$ cat src/rtl/riscv_pkg.sv
// Shared front-end constants and the fetch FSM encoding.
package riscv_pkg;

    localparam int              DEFAULT_ADDR_WIDTH    = 32;
    localparam logic [31:0]     DEFAULT_RESET_VECTOR  = 32'h0000_0000;
    localparam int              DEFAULT_CACHE_LATENCY = 3;
    localparam int              INSTR_BYTES           = 4;

    typedef enum logic [1:0] {
        BOOT = 2'd0,
        RUN  = 2'd1,
        HALT = 2'd2
    } fetch_state_t;

    function automatic logic is_word_aligned(input logic [1:0] low_bits);
        return low_bits == 2'b00;
    endfunction

endpackage

$ cat src/rtl/fetch_tag_pipe.sv
// Shadow shift register that carries {valid, pc} alongside the instruction cache pipeline.
module fetch_tag_pipe #(
    parameter int DEPTH = 3,
    parameter int WIDTH = 32
) (
    input  logic             clk,
    input  logic             rst_n,
    input  logic             hold,
    input  logic             flush,
    input  logic             in_valid,
    input  logic [WIDTH-1:0] in_pc,
    output logic             out_valid,
    output logic [WIDTH-1:0] out_pc
);

    logic [DEPTH-1:0] valid_q;
    logic [WIDTH-1:0] pc_q [DEPTH];

    // A flush only kills the valid bits; the stale pc fields are harmless once invalid.
    always_ff @(posedge clk or negedge rst_n) begin
        if (!rst_n) begin
            valid_q <= '0;
            for (int i = 0; i < DEPTH; i++) begin
                pc_q[i] <= '0;
            end
        end else if (flush) begin
            valid_q <= '0;
        end else if (!hold) begin
            valid_q[0] <= in_valid;
            pc_q[0]    <= in_pc;
            for (int i = 1; i < DEPTH; i++) begin
                valid_q[i] <= valid_q[i-1];
                pc_q[i]    <= pc_q[i-1];
            end
        end
    end

    assign out_valid = valid_q[DEPTH-1];
    assign out_pc    = pc_q[DEPTH-1];

endmodule

$ cat src/rtl/pc_fetch_unit.sv
// Program-counter generator: issues fetch addresses, tracks them through the cache
// latency and hands the matching PC / PC+4 to decode, with redirect, stall and halt.
module pc_fetch_unit
    import riscv_pkg::*;
#(
    parameter int                    ADDR_WIDTH    = DEFAULT_ADDR_WIDTH,
    parameter logic [ADDR_WIDTH-1:0] RESET_VECTOR  = ADDR_WIDTH'(DEFAULT_RESET_VECTOR),
    parameter int                    CACHE_LATENCY = DEFAULT_CACHE_LATENCY
) (
    input  logic                  clk,
    input  logic                  rst_n,
    input  logic                  stall,
    input  logic                  branch_taken,
    input  logic [ADDR_WIDTH-1:0] branch_target,
    input  logic                  cache_ready,
    output logic [ADDR_WIDTH-1:0] pc_to_cache,
    output logic                  pc_valid,
    output logic [ADDR_WIDTH-1:0] pc_to_decode,
    output logic [ADDR_WIDTH-1:0] pc_plus4_to_decode,
    output logic                  instr_valid,
    output logic                  misaligned_exc
);

    localparam logic [ADDR_WIDTH-1:0] STEP = ADDR_WIDTH'(INSTR_BYTES);

    fetch_state_t          state;
    logic [ADDR_WIDTH-1:0] pc;
    logic                  fire;
    logic                  target_aligned;
    logic                  last_valid;
    logic [ADDR_WIDTH-1:0] last_pc;

    assign pc_valid       = (state == RUN);
    assign pc_to_cache    = pc;
    assign target_aligned = is_word_aligned(branch_target[1:0]);
    assign fire           = pc_valid & cache_ready & ~stall & ~branch_taken;

    // A redirect wins over stall and cache backpressure; BOOT always burns exactly one cycle.
    always_ff @(posedge clk or negedge rst_n) begin
        if (!rst_n) begin
            state          <= BOOT;
            pc             <= RESET_VECTOR;
            misaligned_exc <= 1'b0;
        end else begin
            misaligned_exc <= branch_taken & ~target_aligned;
            if (branch_taken) begin
                if (target_aligned) begin
                    pc    <= branch_target;
                    state <= RUN;
                end else begin
                    state <= HALT;
                end
            end else begin
                if (fire) begin
                    pc <= pc + STEP;
                end
                if (state == BOOT) begin
                    state <= RUN;
                end
            end
        end
    end

    fetch_tag_pipe #(
        .DEPTH (CACHE_LATENCY),
        .WIDTH (ADDR_WIDTH)
    ) u_tag_pipe (
        .clk       (clk),
        .rst_n     (rst_n),
        .hold      (stall),
        .flush     (branch_taken),
        .in_valid  (fire),
        .in_pc     (pc),
        .out_valid (last_valid),
        .out_pc    (last_pc)
    );

    // The link value reads zero for bubbles so the decode side sees a clean 0 out of reset.
    assign instr_valid        = last_valid;
    assign pc_to_decode       = last_pc;
    assign pc_plus4_to_decode = last_valid ? (last_pc + STEP) : '0;

endmodule

$ cat config.mk
export PLATFORM = sky130hd
export DESIGN_NAME = pc_fetch_unit
export DESIGN_NICKNAME = d
export VERILOG_FILES = /design/src/rtl/riscv_pkg.sv /design/src/rtl/fetch_tag_pipe.sv /design/src/rtl/pc_fetch_unit.sv
export SDC_FILE = /design/constraint.sdc
export NUM_CORES = 1
export LEC_CHECK = 0
export ABC_AREA = 0
export CORE_UTILIZATION = 56
export CTS_CLUSTER_SIZE = 30
export DETAILED_ROUTE_END_ITERATION = 7
export HOLD_SLACK_MARGIN = 0.06
export PLACE_DENSITY = 0.83
export SYNTH_ARGS = -nofsm -noshare
export SYNTH_HDL_FRONTEND = slang
export SYNTH_SLANG_ARGS = --single-unit
$ cat constraint.sdc
create_clock -name clk -period 2.9 [get_ports clk]
set_input_delay 0.29 -clock clk [delete_from_list [all_inputs] [get_ports clk]]
set_output_delay 0.29 -clock clk [all_outputs]
set_load 0.02 [all_outputs]
### M1 wires, run 1

Scale bar: 20 um. Supply wires on this layer in grey.
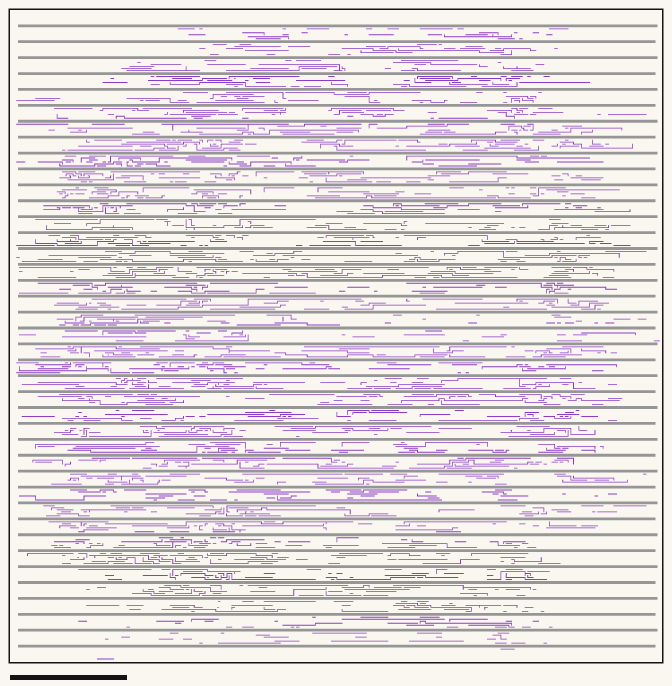
The wires run mostly horizontal. The layer carries 6,950 um of wire. 659 nets have wire on it. The longest straight run is 39.6 um.

### Met2 routing, run 1

Cells faint in the background.
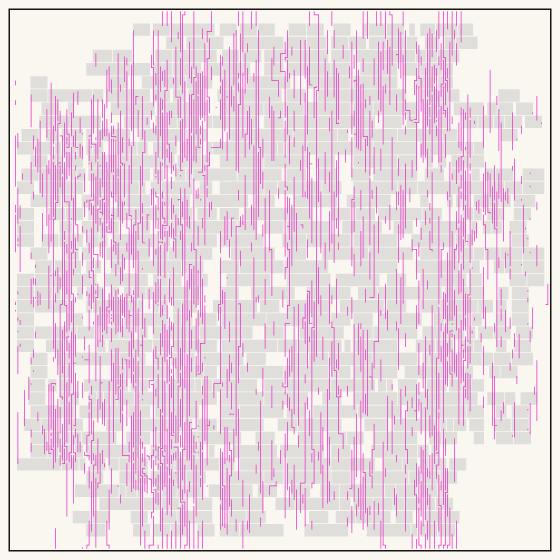
The layer carries 7,850 um of wire. The layer holds 49% of the routed length. The longest straight run is 54.9 um. 676 nets have wire on it.
routed via count: 5,158
met2 Usage GRT: 0.4408
Post-Route WL: 16.08 mm

==> results_slide.txt, run 1 <==
Key Metrics from the Run

Status
  • Status: finished with violations
  • Violated checks: DRC

Final layout
  • Logic share of the area: 0.3444
  • Signal inverters: 8
  • Cell area after layout: 0.008697 mm2
  • Clock Network Area Fraction: 0.06618
  • Layout non-clock buf frac: 0.1785
  • Flop Count: 134
  • Max reg flops: 64
  • Final Instance Count excl. Fillers: 872
  • Leading cell types in the layout, fill and taps excluded: 127 x dfrtp_1, 119 x clkdlybuf4s50_1, 95 x mux2_2
  • Finished Core Util: 0.7520
  • Flop area: 0.003362 mm2
  • Most numerous logic cell after layout: dfrtp_1
  • Layout clock buffer count: 29

Placed design
  • DP Worst Slack: 0.2718 ns
  • Detailed placement HPWL: 10.99 mm

Power
  • Clk pwr: 2.04 mW
  • Pwr Density: 737.9 mW/mm2
  • Comb power frac: 0.245
  • Main power group: sequential cells
  • Sw frac: 0.3008
  • Cell Int Power: 4.488 mW
  • Net Switching: 1.930 mW

Floorplan
  • Fp util: 0.5807
  • Well Taps: 143
  • Die area: 0.01243 mm2
  • Num rows: 39

Final timing
  • Worst-Margin Slew: 0.9057 ns
  • RSZ-0062 raised after global routing: no
  • Tcrit/Tclk final: 0.9677
  • Max-slew violations: 0
  • Total negative slack: 0 ns

Hold path
  • Worst hold-check path type: in2reg
  • Min-delay src: branch_target[25]

Run
  • Log Warnings: 26
  • Number of max-cap violations: 0

Critical path
  • Worst Path Max Fanout: 9
  • Buf+Inv Stages, Crit Path: 2
  • Top Family by Delay on Critical Path: buffers and inverters
  • Worst reg2reg startpoint: pc_to_cache[2]
  • Worst EP arrival: 2.52 ns
  • CP cell instances: nand4_1 -> nor4_2 -> buf_4 -> nand2_1 -> xnor2_1 -> and2_1 -> clkdlybuf4s50_1
  • Reg2reg path depth: 6
  • CP max stage delay: 0.59 ns
  • Critical path startpoint: u_tag_pipe.out_pc[17]

Routing
  • Detailed Routing Iterations Pass 1: 7
  • Met3 routed WL: 940 um
  • Vias/cell: 5.915
  • Drt wl/cell: 18.44 um
  • ANT nets after route: 0
  • Post-route DRC violation count: 22
  • WL met2: 7.851 mm
  • Metal-1 WL: 6.946 mm

Synth
  • Top FF cell, synth: dfrtp_1
  • Flops after synth: 134
  • AND/OR/NAND/NOR Cells, Area Fraction: 0.1679
  • Area leader, netlist: dfrtp_1
  • Mux area share: 0.1683
  • Post-Syn Nets: 641
  • Asr flop ratio synth: 1.000
  • Adder share: 0.003726
  • Top cell type by instance count after synthesis: dfrtp_1

GRT
  • Gr busiest metal: met2
  • Number of global-route vias before repair: 5,165
  • All-Layer GR Usage: 0.2709

CTS
  • Clock Pin Slew Worst Setup and Hold Paths: 0.05 ns
  • H-tree levels: 4
  • Post-CTS setup buffer count: 3
### The metal 3 layer, run 1

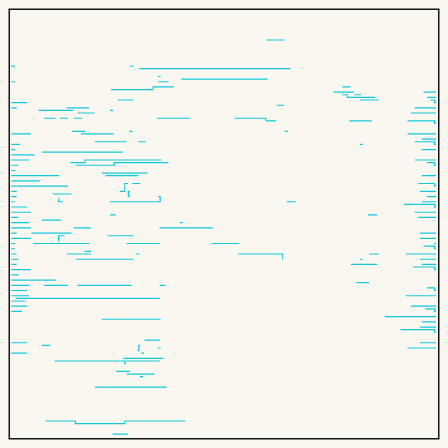
The layer holds 5.9% of the routed length. The longest straight run is 39.1 um. The wires run mostly horizontal. 128 nets have wire on it.
GR Util met3: 0.04736

### Signal wires on met4, run 1

Scale bar: 20 um. Supply wires on this layer in grey.
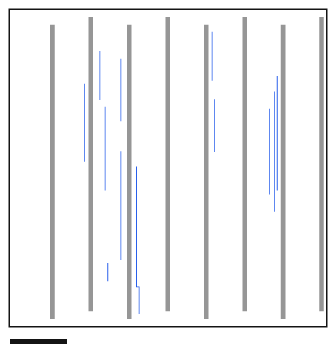
10 nets have wire on it. The longest straight run is 42.3 um.

### Routing congestion, run 1

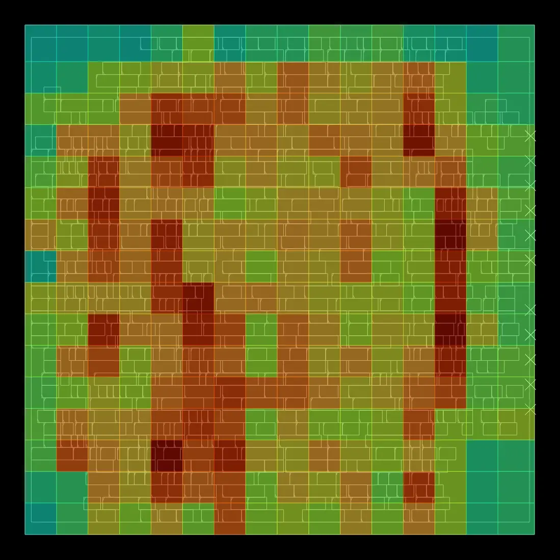

==> inputs of run 2 (changes only) <==
Settings changed: CORE_UTILIZATION 56 to 45, CTS_CLUSTER_SIZE 30 to 10, PLACE_DENSITY 0.83 to 0.68.
### Routing congestion, run 2

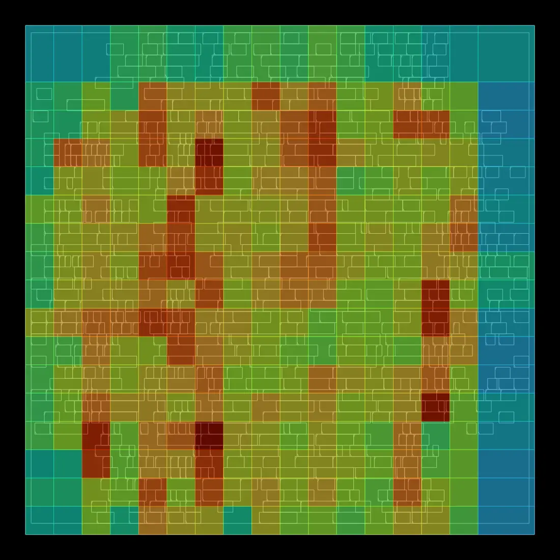
All-Layer GR Usage: 0.2132
gr busiest metal: met2

### Signal wires on met4, run 2

Scale bar: 20 um. Supply wires on this layer in grey.
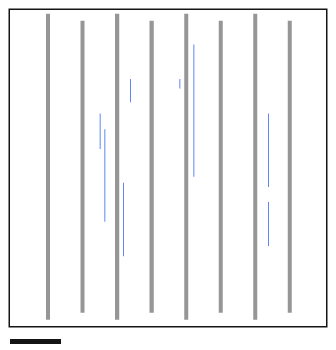
The longest straight run is 51.7 um. The layer holds 1.2% of the routed length. 6 nets have wire on it.
Post-Route WL: 15.74 mm
routed via count: 5,046

==> results_slide.txt, run 2 <==
Key Metrics from the Run

Routing
  • Met3 routed WL: 863 um (-8.2%)
  • Detailed Routing Iterations Pass 1: 5 (-2)
  • Post-route DRC violation count: 0 (-100%)
  • WL met2: 7.447 mm (-5.1%)
  • ANT nets after route: 0 (unchanged)
  • Metal-1 WL: 7.241 mm (+4.2%)
  • Vias/cell: 5.521 (-6.7%)
  • Drt wl/cell: 17.22 um (-6.6%)

GRT
  • Number of global-route vias before repair: 4,779 (-7.5%)
  • GR Util met3: 0.04167 (-0.005693)

Floorplan
  • Die area: 0.01542 mm2 (+24%)
  • Fp util: 0.4620 (-0.1186)
  • Well Taps: 184 (+29%)
  • Num rows: 44 (+13%)

Final layout
  • Final Instance Count excl. Fillers: 914 (+4.8%)
  • Signal inverters: 8 (unchanged)
  • Cell area after layout: 0.008767 mm2 (+0.81%)
  • Leading cell types in the layout, fill and taps excluded: 127 x dfrtp_1, 118 x clkdlybuf4s50_1, 95 x mux2_2
  • Flop Count: 134 (unchanged)
  • Flop area: 0.003362 mm2 (unchanged)
  • Most numerous logic cell after layout: dfrtp_1
  • Max reg flops: 64 (unchanged)
  • Clock Network Area Fraction: 0.06979 (+0.003610)

Synth
  • Top cell type by instance count after synthesis: dfrtp_1
  • Asr flop ratio synth: 1.000 (unchanged)
  • Flops after synth: 134 (unchanged)
  • Mux area share: 0.1683 (unchanged)
  • Post-Syn Nets: 641 (unchanged)
  • Adder share: 0.003726 (unchanged)
  • Synthesized area: 0.006715 mm2
  • Area leader, netlist: dfrtp_1

Critical path
  • CP max stage delay: 0.60 ns (about the same)
  • Buf+Inv Stages, Crit Path: 3 (+1)
  • Worst Path Max Fanout: 6 (-3)
  • CP cell instances: ha_1 -> inv_1 -> nor4_1 -> buf_4 -> xnor2_1 -> nor2b_1 -> clkdlybuf4s50_1
  • Worst reg2reg startpoint: pc_to_cache[3]
  • Top Family by Delay on Critical Path: buffers and inverters
  • Reg2reg path depth: 6 (unchanged)
  • Worst EP arrival: 2.49 ns (-0.03 ns)

Status
  • Status: complete, no violations

CTS
  • Post-CTS setup buffer count: 3 (unchanged)
  • Clock Pin Slew Worst Setup and Hold Paths: 0.06 ns (about the same)
  • H-tree levels: 4 (unchanged)

Placed design
  • DP Worst Slack: 0.2953 ns (+0.02355 ns)
  • Detailed placement HPWL: 11.10 mm (+1.1%)

Run
  • Number of max-cap violations: 0 (unchanged)
  • Log Warnings: 26 (unchanged)

Power
  • Sw frac: 0.2956 (-0.005144)
  • Comb pwr: 1.56 mW
  • Clk pwr: 2.19 mW (+7%)
  • Main power group: sequential cells
  • Pwr Density: 744.9 mW/mm2 (+0.94%)
  • Cell Int Power: 4.600 mW (+2.5%)
  • Comb power frac: 0.239 (-0.006)

Final timing
  • Worst-Margin Slew: 0.8610 ns (-0.04467 ns)
  • Tcrit/Tclk final: 0.9576 (-0.01006)
  • Total negative slack: 0 ns (unchanged)
  • RSZ-0062 raised after global routing: no
### Met2 routing, run 2

Cells faint in the background.
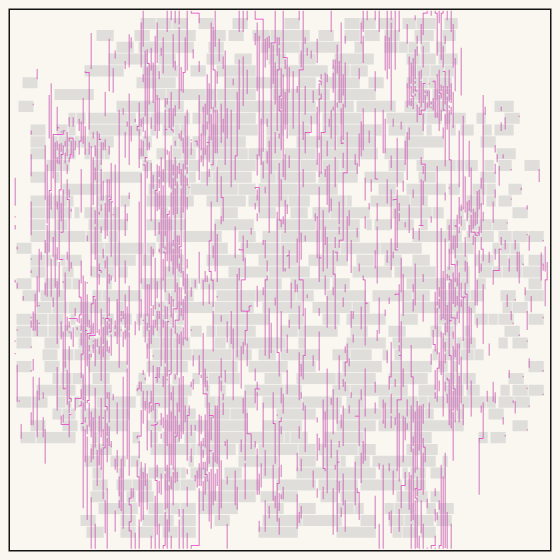
The layer carries 7,450 um of wire. 656 nets have wire on it. The wires run mostly vertical.
met2 Usage GRT: 0.3253

Power is estimated from default activity; no workload was simulated.
